[config.mk]
export PLATFORM = sky130hd
export DESIGN_NAME = spi_tx_fifo_master
export DESIGN_NICKNAME = d
export VERILOG_FILES = /design/src/rtl/spi_tx_fifo_master.sv
export SDC_FILE = /design/constraint.sdc
export NUM_CORES = 1
export LEC_CHECK = 0
export ABC_AREA = 1
export CORE_MARGIN = 5
export CORE_UTILIZATION = 52
export DETAILED_ROUTE_END_ITERATION = 10
export PLACE_DENSITY = 0.75
export SETUP_SLACK_MARGIN = 0.05
export SKIP_CTS_REPAIR_TIMING = 1
export SLEW_MARGIN = 20
export SYNTH_ARGS = -nofsm -noshare
export SYNTH_HDL_FRONTEND = slang
export SYNTH_SLANG_ARGS = --single-unit
[constraint.sdc]
create_clock -name i_SCK -period 2 [get_ports i_SCK]
set_input_delay 0.4 -clock i_SCK [delete_from_list [all_inputs] [get_ports i_SCK]]
set_output_delay 0.4 -clock i_SCK [all_outputs]
set_load 0.05 [all_outputs]
[src/rtl/spi_tx_fifo_master.sv]
// spi_tx_fifo_master: FIFO-buffered SPI transmit master
// streams {DC,data} words to the SSD1331 OLED pins
module spi_tx_fifo_master #(
  parameter int WIDTH     = 8,
  parameter int DEPTH     = 4,
  parameter int CLK_DIV   = 2,
  parameter int LSB_FIRST = 0,
  parameter int CPOL      = 0,
  parameter int CS_GAP    = 1
) (
  input  logic                     i_SCK,
  input  logic                     i_RST,
  input  logic [WIDTH-1:0]         i_DATA,
  input  logic                     i_DC,
  input  logic                     i_WR,
  output logic                     o_FULL,
  output logic                     o_EMPTY,
  output logic [$clog2(DEPTH):0]   o_LEVEL,
  output logic                     o_OVF,
  output logic                     o_SCLK,
  output logic                     o_MOSI,
  output logic                     o_CS,
  output logic                     o_DC,
  output logic                     o_BUSY,
  output logic                     o_DONE
);

  localparam int AW   = $clog2(DEPTH);
  localparam int LW   = AW + 1;
  localparam int BW   = $clog2(WIDTH);
  localparam int CMAX = (CLK_DIV > CS_GAP) ? CLK_DIV : CS_GAP;
  localparam int CW   = $clog2(CMAX) + 1;

  localparam logic [CW-1:0] H_LAST = CW'(CLK_DIV - 1);
  localparam logic [CW-1:0] G_LAST = CW'(CS_GAP - 1);
  localparam logic [BW-1:0] B_LAST = BW'(WIDTH - 1);
  localparam logic IDLE_LVL = (CPOL != 0);

  typedef enum logic [1:0] {
    IDLE,
    SHIFT,
    HOLD,
    GAP
  } state_t;

  logic [WIDTH:0]   mem [DEPTH];
  logic [LW-1:0]    wr_ptr, rd_ptr;
  logic [WIDTH:0]   head;
  logic             push, pop;

  state_t           state, nx_state;
  logic [CW-1:0]    div_cnt, nx_div;
  logic [BW-1:0]    bit_cnt, nx_bit;
  logic             phase_b, nx_phase_b;
  logic [WIDTH-1:0] sr, nx_sr, shifted;
  logic             sclk, nx_sclk;
  logic             mosi, nx_mosi;
  logic             cs, nx_cs;
  logic             dc, nx_dc;
  logic             done, nx_done;
  logic             ovf, nx_ovf;
  logic             busy;
  logic             load;

  function automatic logic first_bit(input logic [WIDTH-1:0] w);
    return (LSB_FIRST != 0) ? w[0] : w[WIDTH-1];
  endfunction

  assign o_LEVEL = wr_ptr - rd_ptr;
  assign o_FULL  = (o_LEVEL == LW'(DEPTH));
  assign o_EMPTY = (o_LEVEL == '0);
  assign push    = i_WR & ~o_FULL;
  assign head    = mem[rd_ptr[AW-1:0]];
  assign shifted = (LSB_FIRST != 0) ? (sr >> 1) : (sr << 1);

  // FIFO storage; reset flushes through the pointers only
  always_ff @(posedge i_SCK) begin
    if (push) mem[wr_ptr[AW-1:0]] <= {i_DC, i_DATA};
  end

  // FIFO pointers, one extra bit so full and empty differ
  always_ff @(posedge i_SCK) begin
    if (i_RST) begin
      wr_ptr <= '0;
      rd_ptr <= '0;
    end else begin
      if (push) wr_ptr <= wr_ptr + 1'b1;
      if (pop)  rd_ptr <= rd_ptr + 1'b1;
    end
  end

  // next-state and next-output logic for the transmit sequencer
  always_comb begin
    nx_state   = state;
    nx_div     = div_cnt;
    nx_bit     = bit_cnt;
    nx_phase_b = phase_b;
    nx_sr      = sr;
    nx_sclk    = sclk;
    nx_mosi    = mosi;
    nx_cs      = cs;
    nx_dc      = dc;
    nx_done    = 1'b0;
    nx_ovf     = i_WR & o_FULL;
    load       = 1'b0;
    unique case (state)
      IDLE: begin
        nx_cs   = 1'b1;
        nx_sclk = IDLE_LVL;
        if (!o_EMPTY) load = 1'b1;
      end
      SHIFT: begin
        if (div_cnt == H_LAST) begin
          nx_div = '0;
          if (!phase_b) begin
            nx_phase_b = 1'b1;
            nx_sclk    = 1'b1;
          end else if (bit_cnt == B_LAST) begin
            nx_done = 1'b1;
            if (!o_EMPTY) begin
              load = 1'b1;
            end else begin
              nx_state = HOLD;
              nx_sclk  = IDLE_LVL;
            end
          end else begin
            nx_phase_b = 1'b0;
            nx_sclk    = 1'b0;
            nx_bit     = bit_cnt + 1'b1;
            nx_sr      = shifted;
            nx_mosi    = first_bit(shifted);
          end
        end else begin
          nx_div = div_cnt + 1'b1;
        end
      end
      HOLD: begin
        if (div_cnt == H_LAST) begin
          nx_div   = '0;
          nx_cs    = 1'b1;
          nx_state = GAP;
        end else begin
          nx_div = div_cnt + 1'b1;
        end
      end
      GAP: begin
        if (div_cnt == G_LAST) begin
          nx_div   = '0;
          nx_state = IDLE;
        end else begin
          nx_div = div_cnt + 1'b1;
        end
      end
      default: nx_state = IDLE;
    endcase
    if (load) begin
      nx_sr      = head[WIDTH-1:0];
      nx_dc      = head[WIDTH];
      nx_mosi    = first_bit(head[WIDTH-1:0]);
      nx_cs      = 1'b0;
      nx_sclk    = 1'b0;
      nx_div     = '0;
      nx_bit     = '0;
      nx_phase_b = 1'b0;
      nx_state   = SHIFT;
    end
  end

  assign pop = load;

  // state and registered outputs
  always_ff @(posedge i_SCK) begin
    if (i_RST) begin
      state   <= IDLE;
      div_cnt <= '0;
      bit_cnt <= '0;
      phase_b <= 1'b0;
      sr      <= '0;
      sclk    <= IDLE_LVL;
      mosi    <= 1'b0;
      cs      <= 1'b1;
      dc      <= 1'b0;
      done    <= 1'b0;
      ovf     <= 1'b0;
      busy    <= 1'b0;
    end else begin
      state   <= nx_state;
      div_cnt <= nx_div;
      bit_cnt <= nx_bit;
      phase_b <= nx_phase_b;
      sr      <= nx_sr;
      sclk    <= nx_sclk;
      mosi    <= nx_mosi;
      cs      <= nx_cs;
      dc      <= nx_dc;
      done    <= nx_done;
      ovf     <= nx_ovf;
      busy    <= (nx_state != IDLE);
    end
  end

  assign o_SCLK = sclk;
  assign o_MOSI = mosi;
  assign o_CS   = cs;
  assign o_DC   = dc;
  assign o_DONE = done;
  assign o_OVF  = ovf;
  assign o_BUSY = busy;

endmodule

==> changes_impl.md, run 1 <==
### Implementation results

* Final setup vio count at 31
* Post-Syn Area at slightly below 3000 um2
* Number of distinct library cells after synthesis at 36
* Worst-path clk slew at approximately 0.070 ns
* Adder Area Share at 0.0531
* Logic family by area: simple AND/OR/NAND/NOR gates
* Clock Path Buffers at 2
* Critical Path AT at approximately 1.9 ns
* CTS tree: yes
* Crit end category: output pin
* R2R cell count at 10
* Sink Count at between 60 and 70
* Pin count of the biggest net entering global routing at 22
* Layout Utilization at 0.695
* And+or+nand+nor area frac at 0.211
* Reg2Reg Setup Slack at -0.01 ns
* Die height at roughly 86 um
* Clock buffer count from CTS at 9
* Crit-path cells: inv_2, ha_4, fa_2, nand2_2, inv_4, nand3_4, clkinvlp_4, buf_12
* Drt wl/cell at around 14 um
* Vias at 2253
* Worst stage delay on the critical path at around 0.54 ns
* HP Start: bit_cnt[1]
* Max-Cap Viols at 0
* Final Critical Period at between 2 and 2.5 ns
* CP Buf/Inv Count at 4
* CP max-delay cell: fa_2
* Vias in the first global route at approximately 2100
* Ant diodes at 0
* Late-Pin Clk Latency at 0.34 ns
* CP Class: reg -> out
* Pre-Repair DR Iteration Count at 4
* HPWL Detailed at 3.95 mm
* Hold depth at 2
* Std-Cell Rows at 27
* # nets final at 385
* R2R Path End: mem[0][6]
* First-pass GRT wire length at 9.51 mm
* Largest type area fraction at 0.364
* CP delay by family, top: adder cells
* Synth area leader: edfxtp_1
* Final Skew at 0.00760 ns
* Log Warnings at 33
* AO/OA Area Share at 0.0914
* Finished Cell Area at 3850 um2
* Core Box Area at about 5500 um2
* PortBufs at 23
* Placer Congestion at 0.793
* Sequential-to-total area share from yosys stat at 0.566
* Worst Hold Endpoint: bit_cnt[1]
* Placed inst area at about 3400 um2
* Final Hold Violating Endpoints at 0
* FMAX at 439 MHz
* Post-synth EDFFs at 36
* Initial DRC count at ~110
* Net Count, Synth at about 330
* Power Density at approximately 1700 nW/um2
* Clock Root Buffer: clkbuf_8
* Avg Cell Area, Syn at about 9.6 um2
* Area growth syn-to-layout at 29.6%
* P_leak at ~0.0015 uW
* # DRC at 0
* HP Class: reg -> reg
* Setup_tns at -0.825 ns
* RSZ-0062 raised after global routing: true
* Wirelength, routed at 6.03 mm
* Synth top area cells: edfxtp_1 36%, dfxtp_1 20%, nand2_1 7.8%, nor2_1 5.1%, ha_1 4.6%
* Share of layout cells above drive strength 1 at 0.243
* Max-slew headroom at 0.666
* MUX share of area at 0
* FF-to-FF Start: wr_ptr[0]
* Violated checks: negative setup slack
* IO Pins at 24
* Worst Path Required at 1.60 ns
* Post-route ant nets at 0
* Final worst setup slack at -0.276 ns
* Synth warnings at 0
* Slew Limit Fails at 0
* Yosys xor share at 0.00884
* All-Layer GR Usage at 0.171
* Fillers at around 440
* DIE AREA at 7330 um2
* CTS HTree Levels at 3
* Vias per cell at 5.14
* Part of the cycle the worst path needs at 1.14
* Worst hold slack at approximately 0.47 ns
* Total grt overflow at 0
* Status: finished with violations
* FP Util at 0.536
* Number of standard cells reported by yosys at between 300 and 400
* Asr flop ratio synth at 0
* Slew @ Worst Pin at about 0.5 ns
* Die width at ~86 um
* Yosys stat area at between 2000 and 3000 um2
* Worst vdd ir at 0.817 mV
* Worst Path Max Fanout at 3
* Initial antenna violation count at 0
* Worst setup SP type: register
* Post-synth regs at 66
* Mapped Cells at about 310
* Dominant register cell: edfxtp_1
==> run 1: layout make-up <==
| cell class | instances | area, um2 | share of cell area |
|---|---|---|---|
| clock buffer | 9 | 124 | 0.0322 |
| inverter | 37 | 151 | 0.0393 |
| multi-input combinational | 201 | 1230 | 0.318 |
| clock inverter | 7 | 92.6 | 0.0240 |
| sequential | 66 | 1680 | 0.437 |
| timing repair buffer | 46 | 485 | 0.126 |
| tap | 72 | 90.1 | 0.0234 |
==> run 1: report_power, final <==
part | switching (uW) | leakage, uW | internal (uW) | total [uW]
logic | 1990 | 0.000855 | 1370 | 3360
registers | 148 | 0.000577 | 1730 | 1870
clock network | 535 | 0.000103 | 699 | 1230
total | 2680 | 0.00154 | 3790 | 6470
==> run 1: flip-flops by register name, indices dropped and copies added (netlist names), 2 cells and up, named ones only <==
signal	flops
sr	7
state	2
div_cnt	2
mem	36
wr_ptr	3
rd_ptr	3
bit_cnt	3
==> run 1: how the worst max path moves through the flow <==
stage | cells after the start | slack (ns) | start | end
after floorplan | 7 | 0.001 | wr_ptr[0] | o_EMPTY
after global placement | 8 | 0.005 | wr_ptr[0] | o_EMPTY
after detailed placement | 8 | -0.03 | wr_ptr[0] | o_EMPTY
after CTS | 8 | -0.41 | wr_ptr[0] | o_EMPTY
after global routing | 8 | -0.37 | wr_ptr[0] | o_EMPTY
final | 8 | -0.28 | wr_ptr[0] | o_EMPTY
==> run 1: through the flow <==
| step | setup WS, ns | instances | power (uW) |
|---|---|---|---|
| floorplan | 0.00139 | 310 | 3990 |
| detailed placement | -0.0258 | 407 | 4810 |
| finish | -0.276 | 438 | 6470 |
| CTS | -0.411 | 423 | 6040 |
| global route | -0.368 | 438 | 6890 |
| global placement | 0.00466 | 407 | 4760 |
==> run 1: worst min-delay path, stage by stage (launching register included) <==
cell and delay [ns]:
dfxtp_1 0.32, nand2_1 0.06, a21oi_1 0.05
==> run 1: layer usage <==
layer | vias to the layer above | track usage | routed length [um]
met4 | 0 | 0.0906 | 108
met3 | 9 | 0.0403 | 247
met1 | 1062 | 0.195 | 2460
met2 | 44 | 0.296 | 3220
li1 | 1138 | - | -
met5 | - | 0 | 0
==> run 1: cell usage in the layout (no fill, tap or decap), types with 4 or more instances in the layout <==
master            n
clkbuf_8          9
inv_2             5
clkdlybuf4s50_1  18
buf_4            19
ha_1             10
edfxtp_1         36
o21ai_2           4
buf_12            7
o22ai_1           6
inv_1            27
dfxtp_1          29
nand3_1          15
a21oi_1           9
clkinvlp_4        4
nor2_4            6
nand2_4           6
nand2_1          60
nor2_1           34
o21ai_0          20
==> run 1: cell usage after synthesis (2+ instances only) <==
cell,count
o21ai_0,21
o22ai_1,6
a21oi_1,10
inv_2,3
nor3_1,2
or2_2,3
dfxtp_1,30
a31oi_1,2
xor2_1,3
inv_1,32
nand2_2,3
edfxtp_1,36
clkbuf_1,2
o21ai_2,4
nand2_4,3
nand3_1,16
a21oi_2,2
ha_1,11
nor2_1,40
nand2_1,62
buf_2,4
==> run 1: kinds of logic after synthesis <==
| family | after synthesis |
|---|---|
| simple gates | 136 |
| flops | 66 |
| fa+ha+maj | 12 |
| xor+xnor | 3 |
| buf+inv | 46 |
| compound gates | 47 |
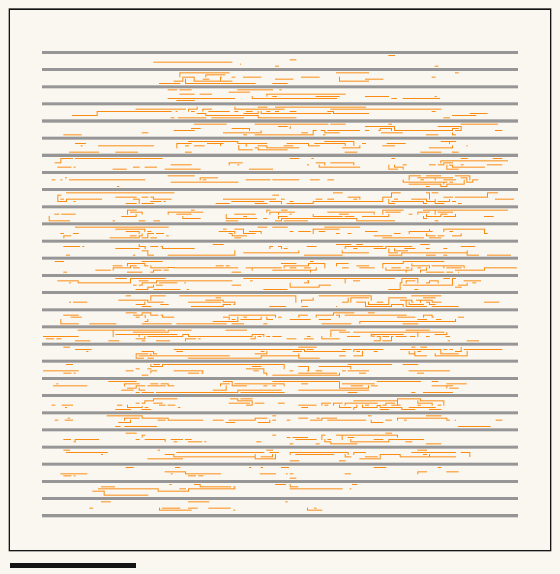
Run 1: signal wires on met1
The bar under the picture is 20 um long. Supply wires on this layer in grey.
main direction: horizontal
nets with wire on the layer: 353
share of all routed wire: 41%

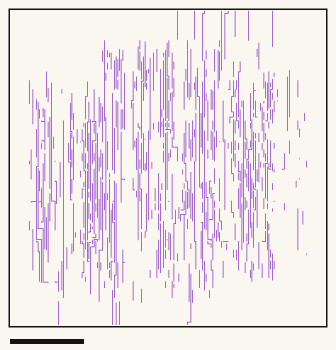
Run 1: met2 routing
The bar under the picture is 20 um long.
wire length on this layer: 3220 um
longest straight run: 47.9 um
nets with wire on the layer: 301
share of all routed wire: 53%

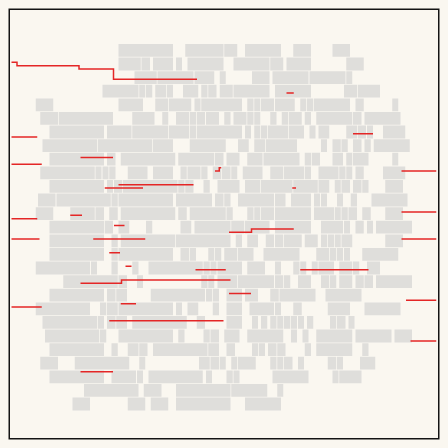
Run 1: signal wires on met3
share of all routed wire: 4.1%
nets with wire on the layer: 22
main direction: horizontal
longest straight run: 22.5 um
wire length on this layer: 247 um

Run 1, routing congestion:
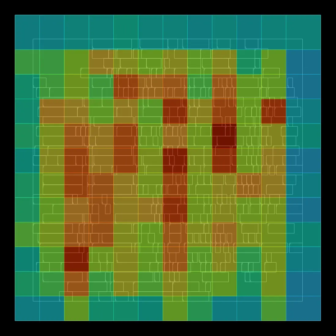

--- run 2 (diff from run 1) ---
CORE_UTILIZATION = 55   (was 52)
PLACE_DENSITY = 0.76   (was 0.75)
clock period = 2.8 ns   (was 2 ns; I/O delays follow)
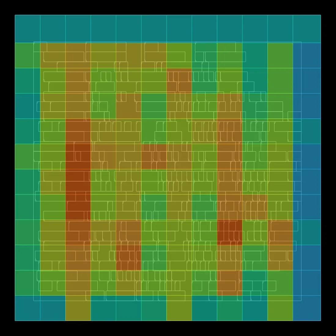
Run 2: routing congestion
drt wl/cell: 12.7 um
busiest grt layer: met2
grt met3 use: 0.0365

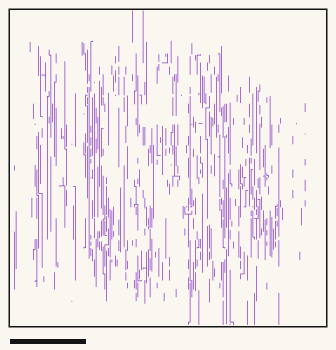
Run 2: met2 routing
The bar under the picture is 20 um long.
share of all routed wire: 47%
longest straight run: 45.2 um
wire length on this layer: 2520 um
main direction: vertical
nets with wire on the layer: 273

==> changes_impl.md, run 2 <==
### Implementation results

* Reg2Reg Setup Slack at 0.66 ns
* Met1 GRT Util at 0.202
* Final Skew at ~0.0036 ns
* # DRC at 0
* HP Class: reg -> reg
* Area growth syn-to-layout at 17.8%
* Placed Instances at 400
* Max FFs per register at 36
* IO Pins at 24
* Slew Limit Fails at 0
* Pre-Repair DR Iteration Count at 4
* Wirelength, routed at about 5.3 mm
* Clock Root Buffer: clkbuf_8
* Non-Filler Instances at 416
* FF-to-FF Start: wr_ptr[0]
* Layout Utilization at 0.677
* Synth warnings at 0
* Fillers at 425
* Worst Path Required at around 2.2 ns
* Max-slew headroom at 0.634
* Part of the cycle the worst path needs at 0.926
* Total grt overflow at 0
* Clock buffer count from CTS at 9
* Status: finished clean
* Crit end category: output pin
* Max-Cap Viols at 0
* P_leak at between 0.001 and 0.0015 uW
* Final setup vio count at 0
* Slew @ Worst Pin at 0.548 ns
* Register area at roughly 1700 um2
* Met2 Use GR at 0.259
* Worst Hold Endpoint: bit_cnt[1]
* Die width at roughly 84 um
* Final Power at between 4000 and 5000 uW
* Share of layout cells above drive strength 1 at 0.150
* DIE AREA at between 6000 and 7000 um2
* Yosys stat area at slightly below 3000 um2
* Late-Pin Clk Latency at 0.33 ns
* FP Util at 0.575
* Worst setup SP type: register
* Ant diodes at 0
* Log Warnings at 31
* Critical Path AT at 2.03 ns
* Core Box Area at between 5000 and 6000 um2
* Post-route ant nets at 0
* First-pass GRT wire length at 8.88 mm
* Number of distinct library cells after synthesis at 36
* CTS tree: yes
* Most frequent logic cells in the routed design: 62 x nand2_1, 40 x nor2_1, 36 x edfxtp_1
* Worst Path Max Fanout at 6
* # nets final at approximately 370
* Asr flop ratio synth at 0
* Synth area leader: edfxtp_1
* Std-Cell Rows at 26
* Dominant register cell: edfxtp_1
* Hold depth at 2
* HPWL Detailed at around 3.7 mm
* R2R Path End: mem[0][8]
* Post-Syn Area at 2970 um2
* Initial DRC count at between 100 and 150
* Vias per cell at around 5
* Synth top area cells: edfxtp_1 36%, dfxtp_1 20%, nand2_1 7.8%, nor2_1 5.1%, ha_1 4.6%
* Sink Count at about 66
* Pin count of the biggest net entering global routing at 22
* CP Class: reg -> out
* Clock Path Buffers at 2
* CTS HTree Levels at 3
* Worst hold slack at between 0.4 and 0.5 ns
* Most used logic cell in the final layout: nand2_1
* Sequential-to-total area share from yosys stat at 0.566
* Worst vdd ir at around 0.58 mV
* FMAX at about 390 MHz
* HP Start: bit_cnt[1]
* RSZ-0062 raised after global routing: false
* Comb. cell area at ~1100 um2
* Count leader, synth: nand2_1
* Worst-path clk slew at 0.07 ns
* Power Density at approximately 1100 nW/um2
* R2R cell count at 9
* Placer Congestion at 0.750
* Vias in the first global route at just under 2000
* Final Hold Violating Endpoints at 0
-- run 2: critical path, cell delays in order (launching register included) --
cell	delay, ns
dfxtp_2	0.36
inv_1	0.09
ha_1	0.21
fa_1	0.49
nand2_1	0.07
inv_2	0.09
nand3_4	0.15
inv_2	0.11
buf_12	0.13
-- run 2: cells by family after synthesis --
family                     Yosys count  synth area share
buffers and inverters               46            0.0695
DFF                                 66             0.566
AOI/OAI and AO/OA                   47            0.0914
adders and majority gates           12            0.0531
and+or+nand+nor                    136             0.211
xor gates and xnor gates             3           0.00884
-- run 2: per-layer routing --
metal | share of wire | wire length [um]
met1 | 0.46 | 2450
met2 | 0.47 | 2510
met3 | 0.047 | 250
met4 | 0.016 | 83
met5 | 0 | 0
-- run 2: final cells by class --
type,instances,area share
clock buffer,9,0.0354
clock inverter,7,0.0264
inverter,37,0.0400
multi-input combinational,198,0.310
sequential,66,0.481
tap,70,0.0250
timing repair buffer,29,0.0829
-- run 2: per-stage QoR --
| stage | area, um2 | setup WS, ns |
|---|---|---|
| after detailed placement | 3280 | 0.422 |
| after global placement | 3280 | 0.480 |
| after CTS | 3500 | 0.0528 |
| after floorplan | 2970 | 0.185 |
| final | 3500 | 0.206 |
| after global routing | 3500 | 0.0808 |
-- run 2: worst max path at each step --
stage | endpoint | slack (ns) | depth (start not counted) | start
6_report | o_EMPTY | 0.21 | 8 | wr_ptr[0]
3_3_place_gp | o_EMPTY | 0.48 | 8 | wr_ptr[0]
2_1_floorplan | mem[0][0] | 0.19 | 8 | wr_ptr[0]
3_5_place_dp | o_EMPTY | 0.42 | 8 | wr_ptr[0]
5_1_grt | o_EMPTY | 0.08 | 8 | wr_ptr[0]
4_1_cts | o_EMPTY | 0.05 | 8 | wr_ptr[0]
-- run 2: where the power goes --
part           total [uW]  internal, uW  switching, uW
logic                1790           608           1190
registers            1340          1230            110
clock network         866           499            367
total                4000          2340           1660
Power is estimated from default activity; no workload was simulated.
